### Cell area per tile

(1 px per um) The die is cut into 17 by 20 equal tiles; black is low, pale yellow is high, 0 to 100% covered.
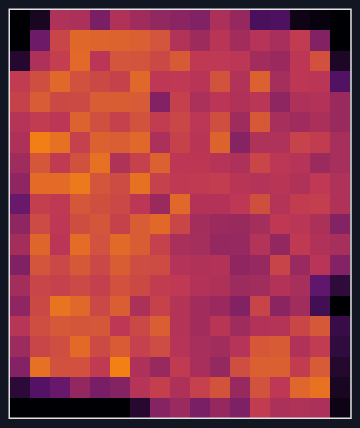
### Floorplan with the power grid

(1 px per um) Pins as bars on the die edge.
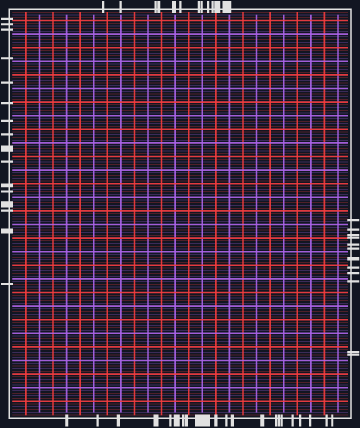
### Sequential cells grouped by signal name

(1 px per um)
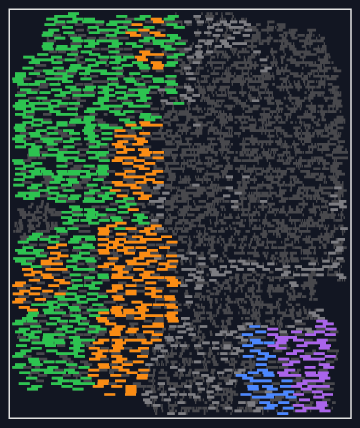
===== src/rtl/quant_scheduler.sv =====
// rtl/quant_scheduler.sv - channel-sequenced int8 requantization scheduler with credit-limited output FIFO
// quantizer: sat8(((data*scale)>>>15) + zp), three register stages, no stall.

module quantizer (
    input  logic               clk,
    input  logic               rst_n,
    input  logic signed [31:0] data_in,
    input  logic signed [15:0] scale,
    input  logic signed [7:0]  zero_point,
    output logic signed [7:0]  data_out
);
    logic signed [31:0] s1_data;
    logic signed [15:0] s1_scale;
    logic signed [7:0]  s1_zp;
    logic signed [47:0] s2_shift;
    logic signed [7:0]  s2_zp;
    logic signed [48:0] sum;
    logic signed [7:0]  sat_val;

    always_comb begin
        sum = {s2_shift[47], s2_shift} + {{41{s2_zp[7]}}, s2_zp};
        if (sum > 49'sd127)
            sat_val = 8'sd127;
        else if (sum < -49'sd128)
            sat_val = -8'sd128;
        else
            sat_val = sum[7:0];
    end

    always_ff @(posedge clk) begin
        if (!rst_n) begin
            s1_data  <= '0;
            s1_scale <= '0;
            s1_zp    <= '0;
            s2_shift <= '0;
            s2_zp    <= '0;
            data_out <= '0;
        end else begin
            s1_data  <= data_in;
            s1_scale <= scale;
            s1_zp    <= zero_point;
            s2_shift <= (s1_data * s1_scale) >>> 15;
            s2_zp    <= s1_zp;
            data_out <= sat_val;
        end
    end
endmodule

module quant_scheduler #(
    parameter int NUM_CH     = 32,
    parameter int CH_W       = 5,
    parameter int PX_W       = 16,
    parameter int PIPE_LAT   = 3,
    parameter int FIFO_DEPTH = 8
) (
    input  logic               clk,
    input  logic               rst,
    input  logic               cfg_we,
    input  logic [CH_W-1:0]    cfg_addr,
    input  logic signed [15:0] cfg_scale,
    input  logic signed [7:0]  cfg_zp,
    input  logic               start,
    input  logic [CH_W:0]      cfg_num_ch,
    input  logic [PX_W-1:0]    cfg_num_px,
    output logic               busy,
    output logic               done,
    output logic               err_last,
    input  logic               acc_valid,
    output logic               acc_ready,
    input  logic signed [31:0] acc_data,
    input  logic               acc_last,
    output logic               out_valid,
    input  logic               out_ready,
    output logic signed [7:0]  out_data,
    output logic [CH_W-1:0]    out_ch
);
    localparam int FIFO_AW = $clog2(FIFO_DEPTH);
    localparam int CW      = FIFO_AW + 2;

    typedef enum logic [1:0] {IDLE, RUN, DRAIN} state_t;
    state_t state, state_nxt;

    logic signed [15:0] scale_tab [NUM_CH];
    logic signed [7:0]  zp_tab    [NUM_CH];

    logic [CH_W:0]      num_ch_r;
    logic [PX_W-1:0]    num_px_r;
    logic [CH_W-1:0]    ch_cnt;
    logic [PX_W-1:0]    px_cnt;
    logic [PX_W-1:0]    px_next;
    logic               ch_is_last;
    logic               pix_end;
    logic               xfer;

    logic [PIPE_LAT-1:0] vp_valid;
    logic [CH_W-1:0]     vp_ch [PIPE_LAT];
    logic [CW-1:0]       inflight;
    logic [CW-1:0]       credit_used;

    logic signed [31:0] q_data_h, q_data;
    logic signed [15:0] q_scale_h, q_scale;
    logic signed [7:0]  q_zp_h, q_zp, q_out;

    logic signed [7:0]  fifo_data [FIFO_DEPTH];
    logic [CH_W-1:0]    fifo_ch   [FIFO_DEPTH];
    logic [FIFO_AW-1:0] wr_ptr, rd_ptr;
    logic [FIFO_AW:0]   fifo_cnt;
    logic               push, pop;

    assign xfer       = acc_valid & acc_ready;
    assign ch_is_last = ({1'b0, ch_cnt} == num_ch_r - (CH_W+1)'(1));
    assign pix_end    = acc_last | ch_is_last;
    assign px_next    = px_cnt + PX_W'(1);
    assign push       = vp_valid[PIPE_LAT-1];
    assign pop        = out_valid & out_ready;

    // Idle cycles keep the quantizer inputs frozen; the valid pipe masks its output.
    assign q_data  = xfer ? acc_data          : q_data_h;
    assign q_scale = xfer ? scale_tab[ch_cnt] : q_scale_h;
    assign q_zp    = xfer ? zp_tab[ch_cnt]    : q_zp_h;

    quantizer u_quantizer (
        .clk        (clk),
        .rst_n      (~rst),
        .data_in    (q_data),
        .scale      (q_scale),
        .zero_point (q_zp),
        .data_out   (q_out)
    );

    always_comb begin
        inflight = '0;
        for (int i = 0; i < PIPE_LAT; i++)
            inflight = inflight + CW'(vp_valid[i]);
        credit_used = CW'(fifo_cnt) + inflight;
    end

    always_ff @(posedge clk) begin
        if (rst)
            state <= IDLE;
        else
            state <= state_nxt;
    end

    always_comb begin
        state_nxt = state;
        case (state)
            IDLE:    if (start) state_nxt = (cfg_num_px == '0) ? DRAIN : RUN;
            RUN:     if (xfer && pix_end && px_next == num_px_r) state_nxt = DRAIN;
            DRAIN:   if (vp_valid == '0 && fifo_cnt == '0) state_nxt = IDLE;
            default: state_nxt = IDLE;
        endcase
    end

    // Same-cycle pop is deliberately not credited so the FIFO can never overflow.
    always_comb begin
        busy      = (state != IDLE);
        acc_ready = (state == RUN) && (credit_used < CW'(FIFO_DEPTH));
        done      = (state == DRAIN) && (vp_valid == '0) && (fifo_cnt == '0);
    end

    always_ff @(posedge clk) begin
        if (state == IDLE && cfg_we) begin
            scale_tab[cfg_addr] <= cfg_scale;
            zp_tab[cfg_addr]    <= cfg_zp;
        end
    end

    always_ff @(posedge clk) begin
        if (rst) begin
            num_ch_r  <= '0;
            num_px_r  <= '0;
            ch_cnt    <= '0;
            px_cnt    <= '0;
            err_last  <= 1'b0;
            vp_valid  <= '0;
            for (int i = 0; i < PIPE_LAT; i++)
                vp_ch[i] <= '0;
            q_data_h  <= '0;
            q_scale_h <= '0;
            q_zp_h    <= '0;
        end else begin
            if (state == IDLE && start) begin
                num_ch_r <= (cfg_num_ch == '0) ? (CH_W+1)'(NUM_CH) : cfg_num_ch;
                num_px_r <= cfg_num_px;
                ch_cnt   <= '0;
                px_cnt   <= '0;
                err_last <= 1'b0;
            end
            if (xfer) begin
                if (pix_end) begin
                    ch_cnt <= '0;
                    px_cnt <= px_next;
                end else begin
                    ch_cnt <= ch_cnt + CH_W'(1);
                end
                if (acc_last != ch_is_last)
                    err_last <= 1'b1;
                q_data_h  <= q_data;
                q_scale_h <= q_scale;
                q_zp_h    <= q_zp;
            end
            vp_valid <= {vp_valid[PIPE_LAT-2:0], xfer};
            vp_ch[0] <= ch_cnt;
            for (int i = 1; i < PIPE_LAT; i++)
                vp_ch[i] <= vp_ch[i-1];
        end
    end

    always_ff @(posedge clk) begin
        if (push) begin
            fifo_data[wr_ptr] <= q_out;
            fifo_ch[wr_ptr]   <= vp_ch[PIPE_LAT-1];
        end
    end

    always_ff @(posedge clk) begin
        if (rst) begin
            wr_ptr   <= '0;
            rd_ptr   <= '0;
            fifo_cnt <= '0;
        end else begin
            if (push)
                wr_ptr <= (wr_ptr == FIFO_AW'(FIFO_DEPTH-1)) ? '0 : wr_ptr + FIFO_AW'(1);
            if (pop)
                rd_ptr <= (rd_ptr == FIFO_AW'(FIFO_DEPTH-1)) ? '0 : rd_ptr + FIFO_AW'(1);
            case ({push, pop})
                2'b10:   fifo_cnt <= fifo_cnt + (FIFO_AW+1)'(1);
                2'b01:   fifo_cnt <= fifo_cnt - (FIFO_AW+1)'(1);
                default: fifo_cnt <= fifo_cnt;
            endcase
        end
    end

    assign out_valid = (fifo_cnt != '0);
    assign out_data  = out_valid ? fifo_data[rd_ptr] : '0;
    assign out_ch    = out_valid ? fifo_ch[rd_ptr]   : '0;
endmodule

===== config.mk =====
export PLATFORM = sky130hd
export DESIGN_NAME = quant_scheduler
export DESIGN_NICKNAME = d
export VERILOG_FILES = /design/src/rtl/quant_scheduler.sv
export SDC_FILE = /design/constraint.sdc
export NUM_CORES = 2
export LEC_CHECK = 0
export CAP_MARGIN = 20
export CORE_ASPECT_RATIO = 1.2
export CORE_MARGIN = 2
export CORE_UTILIZATION = 45
export CTS_CLUSTER_SIZE = 14
export DETAILED_ROUTE_END_ITERATION = 12
export DONT_BUFFER_PORTS = 1
export PLACE_DENSITY_LB_ADDON = 0.05
export SETUP_SLACK_MARGIN = 0.3
export SLEW_MARGIN = 15
export SYNTH_ARGS = -nofsm -noshare
export SYNTH_HDL_FRONTEND = slang
export SYNTH_SLANG_ARGS = --single-unit

===== constraint.sdc =====
create_clock -name clk -period 8.73 [get_ports clk]
set_input_delay 2.619 -clock clk [delete_from_list [all_inputs] [get_ports clk]]
set_output_delay 2.619 -clock clk [all_outputs]
set_load 0.01 [all_outputs]

==> results_slide.txt <==
Flow Results at a Glance

Outcome
  – Run status: finished, final reports clean

STA
  – Portion of the clock cycle consumed by the worst path in the final layout: 83.1%
  – Slew Limit Fails: 0
  – Transition time of the tightest slew-check pin: 1130 ps
  – Setup Viol. Count Final: 0
  – Timing-limited maximum frequency: 138 MHz
  – Final tally of hold violations: 0
  – Unrepaired setup endpoints after global routing: no
  – Worst slew margin relative to its limit: 24.5%
  – Min Clock Period, post-route: 7260 ps
  – Post-route setup slack: 1470 ps
  – Post-Route Setup TNS: 0 ps
  – Clock skew after layout: 61.4 ps

Yosys
  – Most frequent cells after synthesis: sky130_fd_sc_hd__edfxtp_1 (872), sky130_fd_sc_hd__inv_1 (576), sky130_fd_sc_hd__fa_1 (488)
  – Async set-or-reset flop fraction in the synthesized netlist: 0%
  – Dominant non-sequential cell family after synthesis: adder cells
  – Yosys chip area: 0.0611 sq mm
  – Area fraction in xor and xnor cells: 1.26%
  – Synthesized cell area: 0.0611 sq mm
  – Yosys warning total: 0
  – Synthesized netlist net count: 5236
  – Cell type with the largest total area: sky130_fd_sc_hd__edfxtp_1
  – Top cell type's share of synthesized area: 42.9%
  – Yosys stat cell total: 4501
  – Avg Synthesized Cell Area: 13.6 sq um
  – Biggest area cells: sky130_fd_sc_hd__edfxtp_1 (43%), sky130_fd_sc_hd__fa_1 (16%), sky130_fd_sc_hd__mux4_2 (9.8%), sky130_fd_sc_hd__dfxtp_1 (8.0%), sky130_fd_sc_hd__inv_1 (3.5%)
  – Synthesized instance count: 4501
  – Multiplexer area fraction after synthesis: 10.6%
  – Post-synthesis simple-gate area fraction: 8.45%
  – Flops & latches, synth: 1115
  – Most popular library cell in the synthesized design by count: sky130_fd_sc_hd__edfxtp_1

Pwr
  – Internal Pwr Total: 9.14 mW
  – Part of the total power dissipated in sequential elements: 50.0%
  – Clock Power Share: 42.2%
  – Power density over the cells: 177 mW/mm^2
  – Total design power: 11.9 mW
  – Net Switching: 2.78 mW
  – Part of the power in combinational logic: 7.8%
  – LEAKAGE: 24.9 nW
  – Switching Share: 23.3%

Layout
  – Flops: 1115
  – Number of nets in the layout: 5206
  – Top logic cells by instance count in the layout: sky130_fd_sc_hd__edfxtp_1 (872), sky130_fd_sc_hd__inv_1 (576), sky130_fd_sc_hd__fa_1 (488)
  – Multi-input gate area: 0.0273 sq mm
  – Layout buffering overhead excluding clock cells: 0.874%
  – Non-clock inverter total of the final layout: 577
  – Fraction of the core area covered by cells at the end of the flow: 49.8%
  – Count of inserted antenna diode cells: 1
  – Share of layout cells above drive strength 1: 13.2%
  – Layout Area Growth over Synthesis: 10.1%
  – Layout clock area frac: 5.80%
  – Cell class ranked first by area: flip-flops and latches
  – Sequential standard cell area: 0.0311 sq mm
  – Post-route cell area: 0.0673 sq mm
  – Clock Buffer Count: 150
  – Comb/total area: 40.6%
  – Count of filler cells inserted in the layout: 11700
  – Most frequently placed logic cell in the final layout: sky130_fd_sc_hd__edfxtp_1
  – Count of multi-input gates: 2589

Clock tree
  – TritonCTS clock tree: yes
  – Number of hold buffers added after cts: 0
  – Clock slew seen by the registers of the worst setup and hold paths: 60 ps
  – Root Driver: sky130_fd_sc_hd__clkbuf_16
  – Count of clock tree sinks: 1115
  – CTS Buffer Depth: 3
  – Cells resized by post-CTS repair: 0
  – Number of setup buffers added after CTS: 0

Critical path
  – Number of buffers and inverters on the critical path: 7
  – Required time reported for the critical path endpoint: 9360 ps
  – Critical path's largest stage delay: 950 ps
  – Worst-case reg-to-reg path depth: 22
  – Reg-to-reg endpoint: u_quantizer.s2_shift[31]
  – Critical Path Source Type: flip-flop
  – Critical path startpoint: u_quantizer.s1_scale[4]
  – CP delay by family, top: adder cells
  – Sort of element at the end of the critical path: flip-flop
  – Slowest cell on the critical path: sky130_fd_sc_hd__fa_1
  – CP max FO: 17
  – Startpoint of the most critical register-to-register path: u_quantizer.s1_scale[4]
  – Setup slack of the worst register-to-register path: 1470 ps

Die
  – Chip Footprint: 0.139 sq mm
  – Well Taps: 1800
  – Fraction of the core area occupied by cells at floorplan: 45.2%

Global route
  – Number of global-route vias before repair: 37100
  – Pin count of the biggest net entering global routing: 232
  – GRT Resource Usage Total: 22.4%
  – Overflow after GRT: 0
  – Global-route met1 utilization: 28.0%
  – Number of antenna violations at the first check in global routing: 7

Place
  – Global placer's final weighted congestion: 0.818
  – # port buffers: 0
  – Half-perimeter wire length after detailed placement: 99.8 mm
  – Post-Place Worst Slack: 1450 ps

Job
  – Total tool warning count: 31
  – Max cap viols: 0

Drt
  – Vias post-DR: 34600
  – Highest metal layer with signal wires: met5
  – Average wire length per cell after detail routing: 23.8 um
  – Metal2 WL: 79.8 mm
  – Antenna violation net count after detailed routing: 0
  – Final wirelength: 152 mm
  – First DRT Iteration DRCs: 2345
  – Vias per Instance: 5.43
  – First drt pass iteration count: 7
  – Total met3 wirelength after detailed routing: 6.60 mm

Min path
  – Startpoint of the lowest-slack hold path: u_quantizer.s1_zp[5]
About 'Cell area per tile':
mean over tiles	47%
nearly empty tiles	3.2%
fullest tile	72%

About 'Floorplan with the power grid':
colour	net
purple	VDD
red	VSS
met5 straps	29
met4 straps	24
met1 rails	149
rows	148
die height: 408 um
CORE AREA: 0.135 sq mm
Die Span X: 340 um
Max rail drop VDD: 0.000167 V

About 'Sequential cells grouped by signal name':
colour	name in the netlist	placed flops
purple	`fifo_data`	64
green	`scale_tab`	512
orange	`zp_tab`	256
blue	`fifo_ch`	40
not coloured	243

state kept, by name (all words and copies together) (netlist names), 4 cells and up, named ones only:
name and flops:
q_scale_h 16, num_px_r 16, u_quantizer.s1_zp 8, u_quantizer.s2_zp 8, zp_tab 256, px_cnt 16, fifo_cnt 4, u_quantizer.s1_data 32
vp_ch 15, scale_tab 512, fifo_data 64, u_quantizer.data_out 8, q_zp_h 8, u_quantizer.s1_scale 16, fifo_ch 40, ch_cnt 5
num_ch_r 6, u_quantizer.s2_shift 33, q_data_h 32
power groups by stage:
stage	Clock (mW)	Sequential [mW]	Combinational, mW
floorplan	0	5.98	0.717
global placement	0	6.08	0.945
detailed placement	0	6.08	0.948
CTS	5.15	5.97	0.955
global route	5.36	5.97	1.05
finish	5.03	5.96	0.933
Power figures rest on the tool's default switching activity, not on a simulated workload.
